## config.mk

```make
export PLATFORM = sky130hd
export DESIGN_NAME = flow_ctrl_param_flat
export DESIGN_NICKNAME = d
export VERILOG_FILES = /design/src/rtl/flow_ctrl_param_if.sv /design/src/rtl/flow_ctrl_param.sv /design/src/flat_wrapper.sv
export SDC_FILE = /design/constraint.sdc
export NUM_CORES = 1
export LEC_CHECK = 0
export ABC_AREA = 1
export CAP_MARGIN = 20
export CORE_UTILIZATION = 41
export DETAILED_ROUTE_END_ITERATION = 8
export GPL_TIMING_DRIVEN = 0
export PLACE_DENSITY_LB_ADDON = 0.2
export SETUP_SLACK_MARGIN = 0.3
export SYNTH_ARGS = -nofsm -noshare
export SYNTH_HDL_FRONTEND = slang
export SYNTH_SLANG_ARGS = --single-unit
```

## constraint.sdc

```tcl
create_clock -name clk -period 2.05 [get_ports clk]
set_clock_uncertainty 0.15 [all_clocks]
set_input_delay 0.205 -clock clk [delete_from_list [all_inputs] [get_ports clk]]
set_output_delay 0.205 -clock clk [all_outputs]
set_load 0.005 [all_outputs]
```

## src/rtl/flow_ctrl_param_if.sv

```systemverilog
// Handshake and status bundle between the flow controller and its source/destination FIFOs.
// The master modport drives the FIFO side; the slave modport is the controller.
interface flow_ctrl_param_if #(
  parameter int NUM_OUT = 4,
  parameter int DEST_W  = 2
);
  logic                    src_empty;
  logic [DEST_W-1:0]       src_dest;
  logic [NUM_OUT-1:0]      almost_full_in;
  logic [NUM_OUT-1:0]      full_in;
  logic [NUM_OUT-1:0]      almost_empty_in;
  logic [NUM_OUT-1:0]      empty_in;
  logic                    pop;
  logic [NUM_OUT-1:0]      push;
  logic [NUM_OUT-1:0]      continuar;
  logic [NUM_OUT-1:0]      almost_full_out;
  logic [NUM_OUT-1:0]      full_out;
  logic [NUM_OUT-1:0]      almost_empty_out;
  logic [NUM_OUT-1:0]      empty_out;
  logic                    dest_err;
  logic [16*NUM_OUT-1:0]   pause_cnt;

  modport master (
    output src_empty, src_dest, almost_full_in, full_in, almost_empty_in, empty_in,
    input  pop, push, continuar, almost_full_out, full_out, almost_empty_out, empty_out,
    input  dest_err, pause_cnt
  );

  modport slave (
    input  src_empty, src_dest, almost_full_in, full_in, almost_empty_in, empty_in,
    output pop, push, continuar, almost_full_out, full_out, almost_empty_out, empty_out,
    output dest_err, pause_cnt
  );
endinterface

```

## src/rtl/flow_ctrl_param.sv

```systemverilog
// Source->NUM_OUT flow controller: combinational pop, push one cycle after pop, per-channel RUN/PAUSED hysteresis.
// Pops only when the head's channel runs and is not raw-full; optional pause counters under FLOW_CTRL_STATS_EN.
module flow_ctrl_param #(
  parameter int NUM_OUT    = 4,
  parameter int DEST_W     = 2,
  parameter int PAUSE_HOLD = 2
) (
  input logic               clk,
  input logic               rst,
  input logic               enb,
  flow_ctrl_param_if.slave  bus
);
  typedef enum logic {PAUSED = 1'b0, RUN = 1'b1} ch_state_t;

  localparam int              DW1       = DEST_W + 1;
  localparam logic [DEST_W:0] NUM_OUT_W = NUM_OUT[DEST_W:0];
  localparam logic [3:0]      HOLD_INIT = PAUSE_HOLD[3:0];

  ch_state_t          state [NUM_OUT];
  logic [3:0]         hold  [NUM_OUT];
  logic [NUM_OUT-1:0] af_q, f_q, ae_q, e_q;
  logic [NUM_OUT-1:0] push_q, push_nxt, run_vec;
  logic               dest_err_q;
  logic [DEST_W:0]    dest_ext;
  logic               dest_ok, dest_ready, pop_c;

  // Widened index keeps the range check meaningful when 2**DEST_W == NUM_OUT.
  always_comb begin
    dest_ext   = {1'b0, bus.src_dest};
    dest_ok    = dest_ext < NUM_OUT_W;
    dest_ready = 1'b0;
    run_vec    = '0;
    push_nxt   = '0;
    for (int i = 0; i < NUM_OUT; i++) begin
      run_vec[i] = (state[i] == RUN);
      if (dest_ext == DW1'(i))
        dest_ready = run_vec[i] & ~bus.full_in[i];
    end
    pop_c = enb & rst & ~bus.src_empty & dest_ok & dest_ready;
    for (int i = 0; i < NUM_OUT; i++)
      push_nxt[i] = pop_c & (dest_ext == DW1'(i));
  end

  always_ff @(posedge clk) begin
    if (!rst) begin
      af_q       <= '0;
      f_q        <= '0;
      ae_q       <= '0;
      e_q        <= '0;
      push_q     <= '0;
      dest_err_q <= 1'b0;
      for (int i = 0; i < NUM_OUT; i++) begin
        state[i] <= RUN;
        hold[i]  <= '0;
      end
    end else if (!enb) begin
      push_q <= '0;
    end else begin
      af_q       <= bus.almost_full_in;
      f_q        <= bus.full_in;
      ae_q       <= bus.almost_empty_in;
      e_q        <= bus.empty_in;
      push_q     <= push_nxt;
      dest_err_q <= ~bus.src_empty & ~dest_ok;
      // Hysteresis runs on the registered flags; full blocks resume even when empty is also set.
      for (int i = 0; i < NUM_OUT; i++) begin
        case (state[i])
          RUN: begin
            if (f_q[i] | af_q[i]) begin
              state[i] <= PAUSED;
              hold[i]  <= HOLD_INIT;
            end
          end
          PAUSED: begin
            if ((hold[i] == 4'd0) && (ae_q[i] | e_q[i]) && !f_q[i])
              state[i] <= RUN;
            else if (hold[i] != 4'd0)
              hold[i] <= hold[i] - 4'd1;
          end
          default: state[i] <= RUN;
        endcase
      end
    end
  end

  assign bus.pop              = pop_c;
  assign bus.push             = push_q;
  assign bus.continuar        = run_vec;
  assign bus.almost_full_out  = af_q;
  assign bus.full_out         = f_q;
  assign bus.almost_empty_out = ae_q;
  assign bus.empty_out        = e_q;
  assign bus.dest_err         = dest_err_q;

`ifdef FLOW_CTRL_STATS_EN
  logic [15:0] cnt [NUM_OUT];

  always_ff @(posedge clk) begin
    if (!rst) begin
      for (int i = 0; i < NUM_OUT; i++)
        cnt[i] <= '0;
    end else if (enb) begin
      for (int i = 0; i < NUM_OUT; i++)
        if ((state[i] == PAUSED) && (cnt[i] != 16'hFFFF))
          cnt[i] <= cnt[i] + 16'd1;
    end
  end

  for (genvar g = 0; g < NUM_OUT; g++) begin : g_cnt
    assign bus.pause_cnt[16*g +: 16] = cnt[g];
  end
`else
  assign bus.pause_cnt = '0;
`endif

endmodule

```

## src/flat_wrapper.sv

```systemverilog
// flat-port wrapper written by rule: the top's interface ports become plain ports
module flow_ctrl_param_flat 
#(
  parameter int NUM_OUT    = 4,
  parameter int DEST_W     = 2,
  parameter int PAUSE_HOLD = 2
)
  (clk, rst, enb, bus_src_empty, bus_src_dest, bus_almost_full_in, bus_full_in, bus_almost_empty_in, bus_empty_in, bus_pop, bus_push, bus_continuar, bus_almost_full_out, bus_full_out, bus_almost_empty_out, bus_empty_out, bus_dest_err, bus_pause_cnt);
  flow_ctrl_param_if #(.NUM_OUT(NUM_OUT), .DEST_W(DEST_W)) bus_i ();
  input logic clk;
  input logic rst;
  input logic enb;
  input wire logic [$bits(bus_i.src_empty)-1:0] bus_src_empty;
  input wire logic [$bits(bus_i.src_dest)-1:0] bus_src_dest;
  input wire logic [$bits(bus_i.almost_full_in)-1:0] bus_almost_full_in;
  input wire logic [$bits(bus_i.full_in)-1:0] bus_full_in;
  input wire logic [$bits(bus_i.almost_empty_in)-1:0] bus_almost_empty_in;
  input wire logic [$bits(bus_i.empty_in)-1:0] bus_empty_in;
  output wire logic [$bits(bus_i.pop)-1:0] bus_pop;
  output wire logic [$bits(bus_i.push)-1:0] bus_push;
  output wire logic [$bits(bus_i.continuar)-1:0] bus_continuar;
  output wire logic [$bits(bus_i.almost_full_out)-1:0] bus_almost_full_out;
  output wire logic [$bits(bus_i.full_out)-1:0] bus_full_out;
  output wire logic [$bits(bus_i.almost_empty_out)-1:0] bus_almost_empty_out;
  output wire logic [$bits(bus_i.empty_out)-1:0] bus_empty_out;
  output wire logic [$bits(bus_i.dest_err)-1:0] bus_dest_err;
  output wire logic [$bits(bus_i.pause_cnt)-1:0] bus_pause_cnt;
  assign bus_i.src_empty = bus_src_empty;
  assign bus_i.src_dest = bus_src_dest;
  assign bus_i.almost_full_in = bus_almost_full_in;
  assign bus_i.full_in = bus_full_in;
  assign bus_i.almost_empty_in = bus_almost_empty_in;
  assign bus_i.empty_in = bus_empty_in;
  assign bus_pop = bus_i.pop;
  assign bus_push = bus_i.push;
  assign bus_continuar = bus_i.continuar;
  assign bus_almost_full_out = bus_i.almost_full_out;
  assign bus_full_out = bus_i.full_out;
  assign bus_almost_empty_out = bus_i.almost_empty_out;
  assign bus_empty_out = bus_i.empty_out;
  assign bus_dest_err = bus_i.dest_err;
  assign bus_pause_cnt = bus_i.pause_cnt;
  flow_ctrl_param #(.NUM_OUT(NUM_OUT), .DEST_W(DEST_W), .PAUSE_HOLD(PAUSE_HOLD)) u_core (.clk(clk), .rst(rst), .enb(enb), .bus(bus_i));
endmodule
```

Figure 1. Power grid (run 1).
Bar = 20 um. Pins as bars on the die edge. Tap cells in gray.
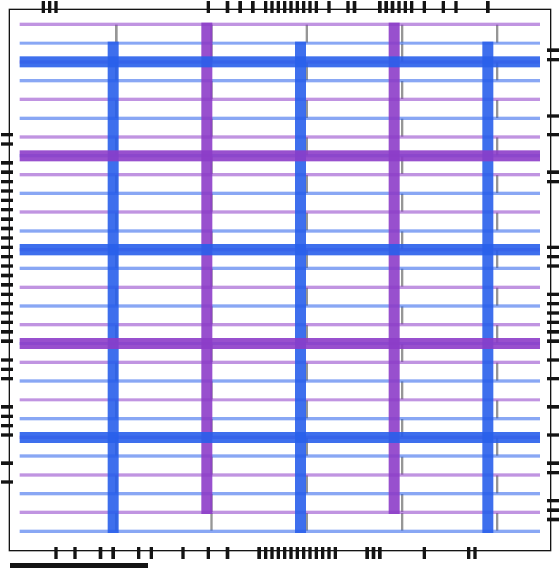
Blue shows VSS. Purple shows VDD.
72 tap cells. 5 straps on met4. 28 met1 rails follow the rows.
die span in x: 78.2 um
worst IR drop on VDD: 0.000320 V
placeable core region: 5540 um2
floorplan die height: 78.2 um

Figure 2. Placed cells, one color a class (run 1).
Bar = 20 um.
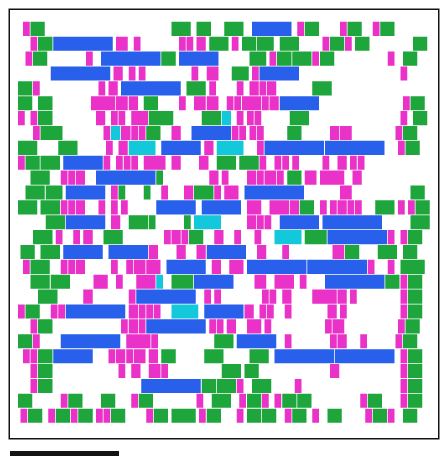
Green shows remaining buffers and delay cells, cells 128. Blue shows sequential cells, cells 40. Cyan shows clock drivers and dummy loads, cells 8. Magenta shows combinational and other logic, cells 247.
Final Instance Area: 3360 um2
flip-flop and latch share of the layout cell area: 29.8%

==> results.json, run 1 <==
{
  "layout.cells.most_common_list": "75 x sky130_fd_sc_hd__buf_4, 65 x sky130_fd_sc_hd__conb_1, 41 x sky130_fd_sc_hd__nor2_1, 38 x sky130_fd_sc_hd__clkdlybuf4s50_1, 31 x sky130_fd_sc_hd__inv_1",
  "final.period_utilization_pct": 85.7,
  "post_cts.repair.setup_buffers": 4,
  "synth_to_layout_area_growth_pct": 41.0,
  "antenna_cells_inserted": 0,
  "wl_met3_um": 368,
  "layout_top_cell_excl_fill_tap": "sky130_fd_sc_hd__buf_4",
  "netlist.top_cell.by_area": "sky130_fd_sc_hd__edfxtp_1",
  "ys_top_logic_family": "buffers and inverters",
  "power.internal_uw": 1340,
  "timing.critical_path.arrival_ns": 1.40,
  "topRoutingLayerUsed": "met4",
  "combinationalPowerShare_pct": 21.9,
  "hold-worst-slack_ns": 0.203,
  "max_cap_violations": 0,
  "cp-start-kind": "register",
  "yosys.stat.chipArea_um2": 2380,
  "yosys.cell_types.count": 21,
  "wire_length_of_the_first_global_routing_pass_um": 7310,
  "finalSetupTns_ns": 0,
  "synth-edff-count": 20,
  "drtPass1Iterations": 5,
  "synth_flop_count": 40,
  "ys_sh_mux_pct": 0,
  "post-synth-top-count-cell": "sky130_fd_sc_hd__buf_4",
  "setup_viol": 0,
  "holdCritPathClass": "in -> reg",
  "grt_pass1_vias": 1750,
  "required_time_of_the_worst_setup_path_ns": 1.69,
  "postRouteAntennaNets": 0,
  "setup_slack_of_the_worst_register_to_register_path_ns": 0.44,
  "number_of_design_rule_violations_left_by_the_first_detailed_router_iteration": 70,
  "clock_root_buffer_master": "sky130_fd_sc_hd__clkbuf_8",
  "async_reset_ff_share_pct": 0,
  "die_area_um2": 6120,
  "yosys-stat-cells": 297,
  "finalHoldViolations": 0,
  "warning_count": 28,
  "post_synth.cell_area_avg_um2": 8.03,
  "ctsResizeCount": 10,
  "met2RoutedLength_um": 2450,
  "cts.clk_slew.worst_paths_ns": 0.08,
  "port_buffers": 46,
  "routed_via_density": 4.09,
  "synth-compound-area-share_pct": 8.40,
  "fmaxAchievable_mhz": 569,
  "tritoncts": "done",
  "hold_start": "rst",
  "crit_end": "bus_continuar[1]",
  "timing.critical_path.to_type": "output port",
  "place.gp.congestion": 0.756,
  "r2r-start": "u_core.hold[0][8]$_SDFFCE_PN0P_",
  "row_count": 27,
  "worst_reg2reg_path_depth": 5,
  "outcome": "finished, final reports clean",
  "rsz_0062_raised_after_global_routing": "true",
  "placedInstanceArea_um2": 3170,
  "final-instance-count-excl-fill": 495,
  "postSynthSeqShare_pct": 42.0,
  "effective_utilization_at_floorplan_pct": 43.0,
  "grt.total_usage_pct": 15.4,
  "initial_antenna_violation_count": 0,
  "static-leakage-power_uw": 0.00171,
  "synth.area.top_cells": "sky130_fd_sc_hd__edfxtp_1 25%, sky130_fd_sc_hd__buf_4 22%, sky130_fd_sc_hd__dfxtp_1 17%",
  "syn_inst": 297,
  "drc_errors": 0,
  "worst_reg2reg_path_endpoint": "u_core.hold[0][10]$_SDFFCE_PN0P_",
  "met1_resource_use_gr_pct": 15.8,
  "fin_nets": 448,
  "post_cts_hold_buffer_count": 0,
  "grt.met2_usage_pct": 29.3,
  "cts_max_level": 2,
  "final-max-slew-violation-count": 0,
  "path_max_fanout": 3,
  "pwr-share-seq_pct": 50.4,
  "clock_tree.buffer_depth": 2,
  "gr-max-usage-layer": "met2",
  "critical_path_class": "reg -> out",
  "grt_residual_overflow": 0,
  "fillCellCount": 529,
  "route.vias.total": 2027,
  "pin_count": 112,
  "totalPowerFinal_uw": 1820,
  "cts_buffers": 5,
  "synthTopCellsByCount": "69 x sky130_fd_sc_hd__buf_4, 41 x sky130_fd_sc_hd__nor2_1, 32 x sky130_fd_sc_hd__nand2_1",
  "timing.critical_path.from": "u_core.state[1]$_SDFFCE_PN1P_",
  "powerDensity_nw_per_um2": 541,
  "fin_crit_ns": 1.76,
  "hold_end": "u_core.bus.full_out[0]$_SDFFE_PN0P_",
  "synth.cell_area_um2": 2380,
  "synth_warnings": 0,
  "post_synth_and_or_nand_nor_area_fraction_pct": 19.8,
  "grt_max_degree": 13,
  "yosysTopAreaCellShare_pct": 25.2,
  "placed_cells": 479,
  "ys_dominant_reg_cell": "sky130_fd_sc_hd__edfxtp_1",
  "parity_gate_share_of_the_synthesized_area_counting_xor_and_xnor_cells_pct": 0,
  "switching_share_of_power_pct": 26.5,
  "numClockSinks": 40,
  "holdPathStages": 3,
  "drive_above_1_share_pct": 24.6,
  "p_switching_uw": 483,
  "adder_share_pct": 2.10,
  "met3_usage_pct": 3.95,
  "place.detailed.hpwl_um": 3800
}
Figure 3. Clock wires, drivers and flops (run 1).
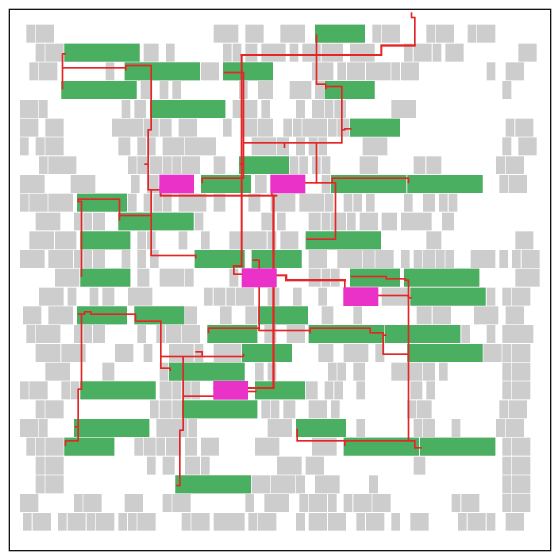
Magenta shows clock drivers, count 5. Red shows clock wires, length 512 um. Green shows flip-flops, count 40.
Position of the flops: spread over the die.
power consumed by the clock network: 504 uW
clock share of power: 27.7%
Insertion Delay late pin: 0.29 ns

run 1: sequential cells by signal, indices dropped and copies added, names as in the netlist:
name	count
u_core.bus.almost_empty_out	4
u_core.bus.almost_full_out	4
u_core.bus.empty_out	4
u_core.bus.full_out	4
u_core.bus.push	4
u_core.hold	16
u_core.state	4
run 1: final cells by class:
cell class                      count  area (um2)  share of cell area (%)
Sequential cell                    40        1000                    29.8
Tap cell                           72        90.1                    2.68
Multi-Input combinational cell    215        1000                    29.7
Clock inverter                      3        13.8                   0.409
Buffer                             74         537                    16.0
Timing Repair Buffer               54         532                    15.8
Clock buffer                        5        68.8                    2.05
Inverter                           32         120                    3.57
run 1: metrics by stage:
| step | utilization, % | setup slack, ns |
|---|---|---|
| floorplan | - | 0.571 |
| global placement | 57.3 | -0.198 |
| detailed placement | 57.3 | -0.205 |
| CTS | 59.5 | 0.255 |
| global route | 60.7 | 0.266 |
| finish | 60.7 | 0.293 |
run 1: critical path, cell delays in order, from the launching register on:
cell and delay (ns):
sky130_fd_sc_hd__edfxtp_1 0.39, sky130_fd_sc_hd__buf_4 0.16, sky130_fd_sc_hd__buf_4 0.12, sky130_fd_sc_hd__clkdlybuf4s50_1 0.44
run 1: power by group through the flow:
| stage | combinational, uW | sequential, uW | clock [uW] |
|---|---|---|---|
| 6_report | 398 | 917 | 504 |
| 5_1_grt | 442 | 923 | 539 |
| 4_1_cts | 388 | 917 | 516 |
| 3_5_place_dp | 381 | 937 | 0 |
| 3_3_place_gp | 373 | 936 | 0 |
| 2_1_floorplan | 249 | 932 | 0 |
## Run 2: what changed since run 1
- SKIP_CTS_REPAIR_TIMING: default -> 1
==> run 2 against run 1 <==
Against the previous run:
- clock-buffer cell count stayed put
- register-to-register slack hardly changed
- flip-flop count stayed put
- hold slack worse by 0.069 ns
- critical endpoint is now bus_continuar[3]
==> results.json, run 2 <==
{
  "ys_dominant_reg_cell": "sky130_fd_sc_hd__edfxtp_1",
  "fin_crit_ns": 1.80,
  "insertion_delay_late_pin_ns": 0.29,
  "powerDensity_nw_per_um2": 544,
  "cp-start-kind": "register",
  "holdPathStages": 4,
  "synth.cell_area_um2": 2380,
  "placed_cells": 479,
  "routed_wl_um": 4850,
  "layout.cells.most_common_list": "75 x sky130_fd_sc_hd__buf_4, 65 x sky130_fd_sc_hd__conb_1, 41 x sky130_fd_sc_hd__nor2_1, 41 x sky130_fd_sc_hd__clkdlybuf4s50_1",
  "top_register": "u_core.hold",
  "drive_above_1_share_pct": 23.8,
  "hold_end": "u_core.bus.push[2]$_SDFF_PN0_",
  "cts_max_level": 2,
  "wire_length_of_the_first_global_routing_pass_um": 7210,
  "slowest_delay_ns": 0.45,
  "finalSetupTns_ns": 0,
  "timing.critical_path.arrival_ns": 1.44,
  "grt.total_usage_pct": 15.1,
  "finalHoldViolations": 0,
  "fin_nets": 446,
  "timing.critical_path.to_type": "output port",
  "number_of_design_rule_violations_left_by_the_first_detailed_router_iteration": 75,
  "numClockSinks": 40,
  "grt_residual_overflow": 0,
  "worst_reg2reg_path_endpoint": "u_core.hold[0][9]$_SDFFCE_PN0P_",
  "post-synth-top-count-cell": "sky130_fd_sc_hd__buf_4",
  "synth.area.top_cells": "sky130_fd_sc_hd__edfxtp_1 25%, sky130_fd_sc_hd__buf_4 22%, sky130_fd_sc_hd__dfxtp_1 17%",
  "route.vias.total": 2031,
  "place.detailed.hpwl_um": 3800,
  "synth-edff-count": 20,
  "initial_antenna_violation_count": 0,
  "largest_register_ffs": 16,
  "fillCellCount": 530,
  "required_time_of_the_worst_setup_path_ns": 1.69,
  "hold-worst-slack_ns": 0.134,
  "routed_via_density": 4.12,
  "path_max_fanout": 4,
  "die_area_um2": 6120,
  "tritoncts": "done",
  "syn_inst": 297,
  "totalPowerFinal_uw": 1820,
  "grt_max_degree": 13,
  "netlist.top_cell.by_area": "sky130_fd_sc_hd__edfxtp_1",
  "yosys.cell_types.count": 21,
  "synth_flop_count": 40,
  "fmaxAchievable_mhz": 557,
  "clock_tree.buffer_depth": 2,
  "final-max-slew-violation-count": 0,
  "cts.clk_slew.worst_paths_ns": 0.08,
  "yosys-stat-cells": 297,
  "holdCritPathClass": "in -> reg",
  "setup_viol": 0,
  "place_worst_setup_slack_ns": -0.205,
  "chipWidth_um": 78.2,
  "drtPass1Iterations": 4,
  "worst_reg2reg_path_depth": 5,
  "clock_root_buffer_master": "sky130_fd_sc_hd__clkbuf_8",
  "pin_count": 112,
  "yosysTopAreaCellShare_pct": 25.2,
  "placedInstanceArea_um2": 3170,
  "final-instance-count-excl-fill": 493,
  "placeable_core_region_um2": 5540,
  "critical-path-top-cell-by-count": "sky130_fd_sc_hd__buf_4",
  "final.period_utilization_pct": 87.6,
  "post_synth.cell_area_avg_um2": 8.03,
  "setup_slack_of_the_worst_register_to_register_path_ns": 0.45,
  "chipHeight_um": 78.2,
  "postSynthSeqShare_pct": 42.0,
  "synth_to_layout_area_growth_pct": 40.4,
  "r2r-start": "u_core.hold[0][8]$_SDFFCE_PN0P_",
  "hold_start": "bus_src_dest[0]",
  "critical_path_cell_sequence": "buf_4 -> buf_4 -> clkdlybuf4s50_1",
  "max_cap_violations": 0,
  "synth_warnings": 0,
  "critical_path_class": "reg -> out",
  "grt_pass1_vias": 1719,
  "place.gp.congestion": 0.756,
  "warning_count": 27,
  "final.setup.worst_slack_ns": 0.255,
  "effective_utilization_at_floorplan_pct": 43.0,
  "synthTopCellsByCount": "69 x sky130_fd_sc_hd__buf_4, 41 x sky130_fd_sc_hd__nor2_1, 32 x sky130_fd_sc_hd__nand2_1",
  "port_buffers": 46,
  "drc_errors": 0,
  "antenna_cells_inserted": 0,
  "async_reset_ff_share_pct": 0,
  "rsz_0062_raised_after_global_routing": "true",
  "outcome": "finished, final reports clean",
  "yosys.stat.chipArea_um2": 2380,
  "cts_buffers": 5,
  "static-leakage-power_uw": 0.00173,
  "layout_top_cell_excl_fill_tap": "sky130_fd_sc_hd__buf_4",
  "postRouteAntennaNets": 0,
  "critical-path-slowest-cell": "sky130_fd_sc_hd__clkdlybuf4s50_1",
  "post_drt_wl_per_cell_um": 9.83,
  "finish.instance_area_um2": 3350
}
## run 2: cell families after synthesis
logic type / share of synthesized area [%]
other cells: 0.157
buf+inv: 27.6
compound gates: 8.40
fa+ha+maj: 2.10
simple gates: 19.8
flops: 42.0
## run 2: routing by layer
metal	part of all wire, %	vias up	global-route usage [%]	wire [um]
met4	2.0	0	5.56	95
met1	41	884	15.9	1970
met5	0	-	0	0
li1	-	1060	-	-
met3	7.1	10	3.95	342
met2	50	77	28.7	2450
## run 2: layout make-up
cell class / instances / area (um2) / area share, %
Inverter: 32 / 120 / 3.59
Multi-Input combinational cell: 215 / 997 / 29.8
Clock inverter: 3 / 13.8 / 0.411
Clock buffer: 5 / 68.8 / 2.06
Timing Repair Buffer: 52 / 518 / 15.5
Buffer: 74 / 537 / 16.0
Sequential cell: 40 / 1000 / 29.9
Tap cell: 72 / 90.1 / 2.69
## run 2: critical path, delay by kind of cell (launching register included)
kind	cells	cell delay, ns
flops	1	0.43
buf+inv	3	0.73
## run 2: how the worst max path moves through the flow
| stage | cells past startpoint | startpoint | slack [ns] | end |
|---|---|---|---|---|
| floorplan | 5 | u_core.hold[0][12]$_SDFFCE_PN0P_ | 0.57 | u_core.hold[0][12]$_SDFFCE_PN0P_ |
| detailed placement | 6 | rst | -0.21 | bus_pop |
| global placement | 6 | rst | -0.20 | bus_pop |
| CTS | 6 | rst | -0.21 | bus_pop |
| global route | 3 | u_core.state[3]$_DFFE_PP_ | 0.21 | bus_continuar[3] |
| finish | 3 | u_core.state[3]$_DFFE_PP_ | 0.25 | bus_continuar[3] |
## run 2: report_power, final
group          switching (uW)  internal, uW  total [uW]  leakage, uW
clock                     275           231         506    0.0000453
sequential               29.4           889         918     0.000365
combinational             180           217         396      0.00132
Figure 4. Placed cells, one color a class (run 2).
Bar = 20 um.
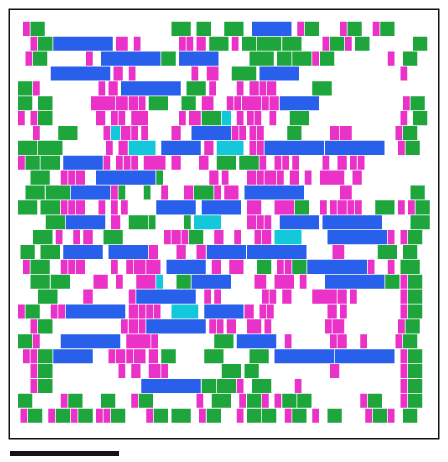
Cyan shows clock drivers and dummy loads, cells 8. Green shows remaining buffers and delay cells, cells 126. Magenta shows combinational and other logic, cells 247. Blue shows sequential cells, cells 40.
post-route core utilization: 60.4%
standard-cell rows: 27
flip-flop and latch share of the layout cell area: 29.9%

Figure 5. Power grid (run 2).
Bar = 20 um. Pins as bars on the die edge. Tap cells in gray.
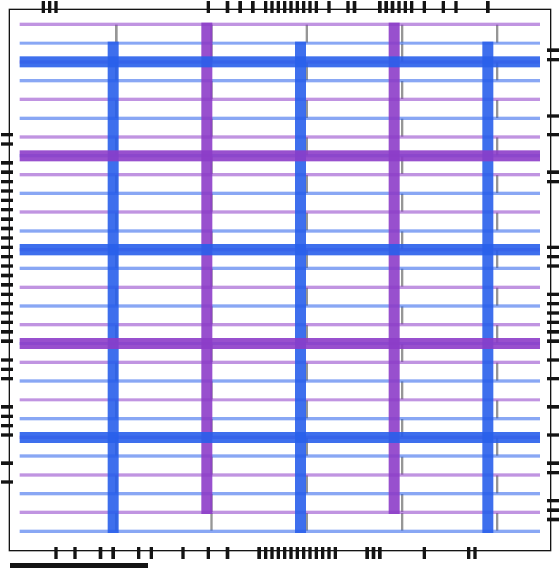
Blue shows VSS. Purple shows VDD.
112 signal pins sit on the boundary. 5 straps on met4.
worst IR drop on VDD: 0.000299 V

## Run 3: what changed since run 2
- MAX_ROUTING_LAYER: default -> met4
==> run 3 against run 2 <==
Against the previous run:
- final area is the same
- utilization unchanged
- routed wire length fell by 0.37%
- critical path type unchanged
- largest cell class unchanged
- largest power group unchanged
==> results.json, run 3 <==
{
  "static-leakage-power_uw": 0.00173,
  "pwr-share-seq_pct": 50.4,
  "cp-start-kind": "register",
  "row_count": 27,
  "warning_count": 27,
  "drc_errors": 0,
  "pin_count": 112,
  "placed_cells": 479,
  "place.gp.congestion": 0.765,
  "path_max_fanout": 4,
  "layout_top_cell_excl_fill_tap": "sky130_fd_sc_hd__buf_4",
  "fin_nets": 446,
  "totalPowerFinal_uw": 1820,
  "switching_share_of_power_pct": 26.6,
  "routed_wl_um": 4830,
  "synth-edff-count": 20,
  "timing.critical_path.arrival_ns": 1.44,
  "numClockSinks": 40,
  "wire_length_of_the_first_global_routing_pass_um": 7220,
  "slowest_delay_ns": 0.45,
  "layout.cells.most_common_list": "75 x sky130_fd_sc_hd__buf_4, 65 x sky130_fd_sc_hd__conb_1, 41 x sky130_fd_sc_hd__nor2_1, 41 x sky130_fd_sc_hd__clkdlybuf4s50_1",
  "chipHeight_um": 78.2,
  "multi_input_comb_area_um2": 997,
  "power.internal_uw": 1340,
  "yosysTopAreaCellShare_pct": 25.2,
  "syn_inst": 297,
  "yosys.stat.chipArea_um2": 2380,
  "ff_latch_area_um2": 1000,
  "powerDensity_nw_per_um2": 544,
  "clock_tree.buffer_depth": 2,
  "holdPathStages": 4,
  "required_time_of_the_worst_setup_path_ns": 1.69,
  "ys_dominant_reg_cell": "sky130_fd_sc_hd__edfxtp_1",
  "timing.critical_path.buf_inv": 3,
  "critical-path-top-cell-by-count": "sky130_fd_sc_hd__buf_4",
  "yosys.cell_types.count": 21,
  "grt.total_usage_pct": 15.6,
  "cts.clk_slew.worst_paths_ns": 0.08,
  "timing.critical_path.to_type": "output port",
  "fillCellCount": 530,
  "largest_register_ffs": 16,
  "rsz_0062_raised_after_global_routing": "true",
  "yosys-stat-cells": 297,
  "post-synth-top-count-cell": "sky130_fd_sc_hd__buf_4",
  "cts_max_level": 2,
  "netlist.top_cell.by_area": "sky130_fd_sc_hd__edfxtp_1",
  "finalHoldViolations": 0,
  "synth.cell_area_um2": 2380,
  "setup_viol": 0,
  "route.vias.total": 2041,
  "combinational_power_uw": 396,
  "number_of_design_rule_violations_left_by_the_first_detailed_router_iteration": 98,
  "outcome": "finished, final reports clean",
  "drive_above_1_share_pct": 23.8,
  "final-instance-count-excl-fill": 493,
  "critical_path_class": "reg -> out",
  "critical-path-slowest-cell": "sky130_fd_sc_hd__clkdlybuf4s50_1",
  "cts_buffers": 5,
  "synth_flop_count": 40,
  "drtPass1Iterations": 4,
  "final.period_utilization_pct": 87.6,
  "top_register": "u_core.hold",
  "synth_to_layout_area_growth_pct": 40.4,
  "placeable_core_region_um2": 5540,
  "post_drt_wl_per_cell_um": 9.80,
  "initial_antenna_violation_count": 0,
  "p_switching_uw": 484,
  "finalSetupTns_ns": 0,
  "combinationalPowerShare_pct": 21.8,
  "power_top_consumer": "registers",
  "synth_warnings": 0,
  "max_cap_violations": 0,
  "fin_crit_ns": 1.80,
  "post_synth.cell_area_avg_um2": 8.03,
  "largest_delay_contributor_family_on_the_critical_path": "buffers and inverters",
  "insertion_delay_late_pin_ns": 0.29,
  "async_reset_ff_share_pct": 0,
  "critical_path_cell_sequence": "buf_4 -> buf_4 -> clkdlybuf4s50_1",
  "routed_via_density": 4.14,
  "grt_pass1_vias": 1716,
  "grt_residual_overflow": 0,
  "vdd.ir_drop.worst_v": 0.000299,
  "postSynthSeqShare_pct": 42.0,
  "synthTopCellsByCount": "69 x sky130_fd_sc_hd__buf_4, 41 x sky130_fd_sc_hd__nor2_1, 32 x sky130_fd_sc_hd__nand2_1",
  "fmaxAchievable_mhz": 557,
  "grt_max_degree": 13,
  "chipWidth_um": 78.2,
  "port_buffers": 46,
  "holdCritPathClass": "in -> reg",
  "synth.area.top_cells": "sky130_fd_sc_hd__edfxtp_1 25%, sky130_fd_sc_hd__buf_4 22%, sky130_fd_sc_hd__dfxtp_1 17%",
  "antenna_cells_inserted": 0,
  "p_seq_uw": 918
}
[run 3: per-layer routing]
metal | wire [um] | share of wire, % | up-vias | global-route usage [%]
met3 | 291 | 6.0 | 7 | 3.60
met4 | 91 | 1.9 | 0 | 5.56
met2 | 2450 | 51 | 73 | 28.7
met1 | 2000 | 41 | 900 | 16.1
li1 | - | - | 1061 | -
met5 | 0 | 0 | - | -
[run 3: logic make-up (layout without fill, tap and decap cells)]
kind of cell,Yosys count,in the layout,share of synthesized area [%]
AND-OR/OR-AND,37,37,8.40
adder cells (fa/ha/maj),4,4,2.10
buffers and inverters,106,166,27.6
flip-flops,40,40,42.0
other,1,65,0.157
AND/OR/NAND/NOR,109,109,19.8
[run 3: path summary, 6_finish.rpt]
kind | start | to | slack, ns
max | u_core.state[3]$_DFFE_PP_ | bus_continuar[3] | 0.25
min | bus_src_dest[0] | u_core.bus.push[2]$_SDFF_PN0_ | 0.13
max reg2reg | u_core.hold[0][8]$_SDFFCE_PN0P_ | u_core.hold[0][9]$_SDFFCE_PN0P_ | 0.45
min reg2reg | u_core.bus.empty_out[3]$_SDFFE_PN0P_ | u_core.bus.empty_out[3]$_SDFFE_PN0P_ | 0.39
[run 3: area by class of cell]
class                   instances  share of cell area, %
inverters                      32                   3.59
plain buffers                  74                   16.0
multi-input cells             215                   29.8
repair buffers                 52                   15.5
well taps                      72                   2.69
clock inverters                 3                  0.411
clock buffers                   5                   2.06
flip-flops and latches         40                   29.9
[run 3: stage by stage]
step	utilization [%]	setup WS (ns)	cell area (um2)	hold slack (ns)
floorplan	-	0.571	2620	0.190
global placement	57.3	-0.198	3170	0.351
detailed placement	57.3	-0.205	3170	0.363
CTS	58.8	-0.209	3260	0.331
global route	60.4	0.212	3350	0.144
finish	60.4	0.255	3350	0.132
Figure 6. Placed cells, one color a class (run 3).
Bar = 20 um.
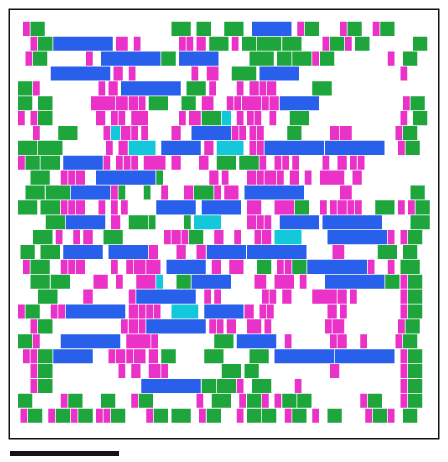
Cyan shows clock drivers and dummy loads, cells 8. Green shows remaining buffers and delay cells, cells 126. Blue shows sequential cells, cells 40. Magenta shows combinational and other logic, cells 247.
Final Instance Area: 3350 um2

Figure 7. Clock wires, drivers and flops (run 3).
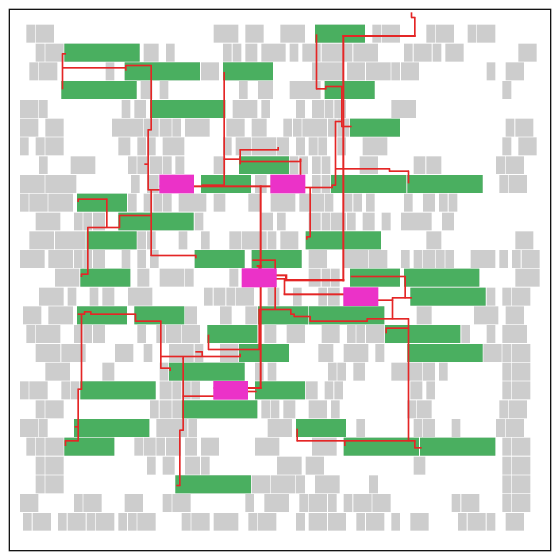
Red shows clock wires, length 519 um. Magenta shows clock drivers, count 5. Green shows flip-flops, count 40.
There are 6 routed clock nets.
power consumed by the clock network: 507 uW
clock share of power: 27.8%

Power and IR drop assume default switching activity.
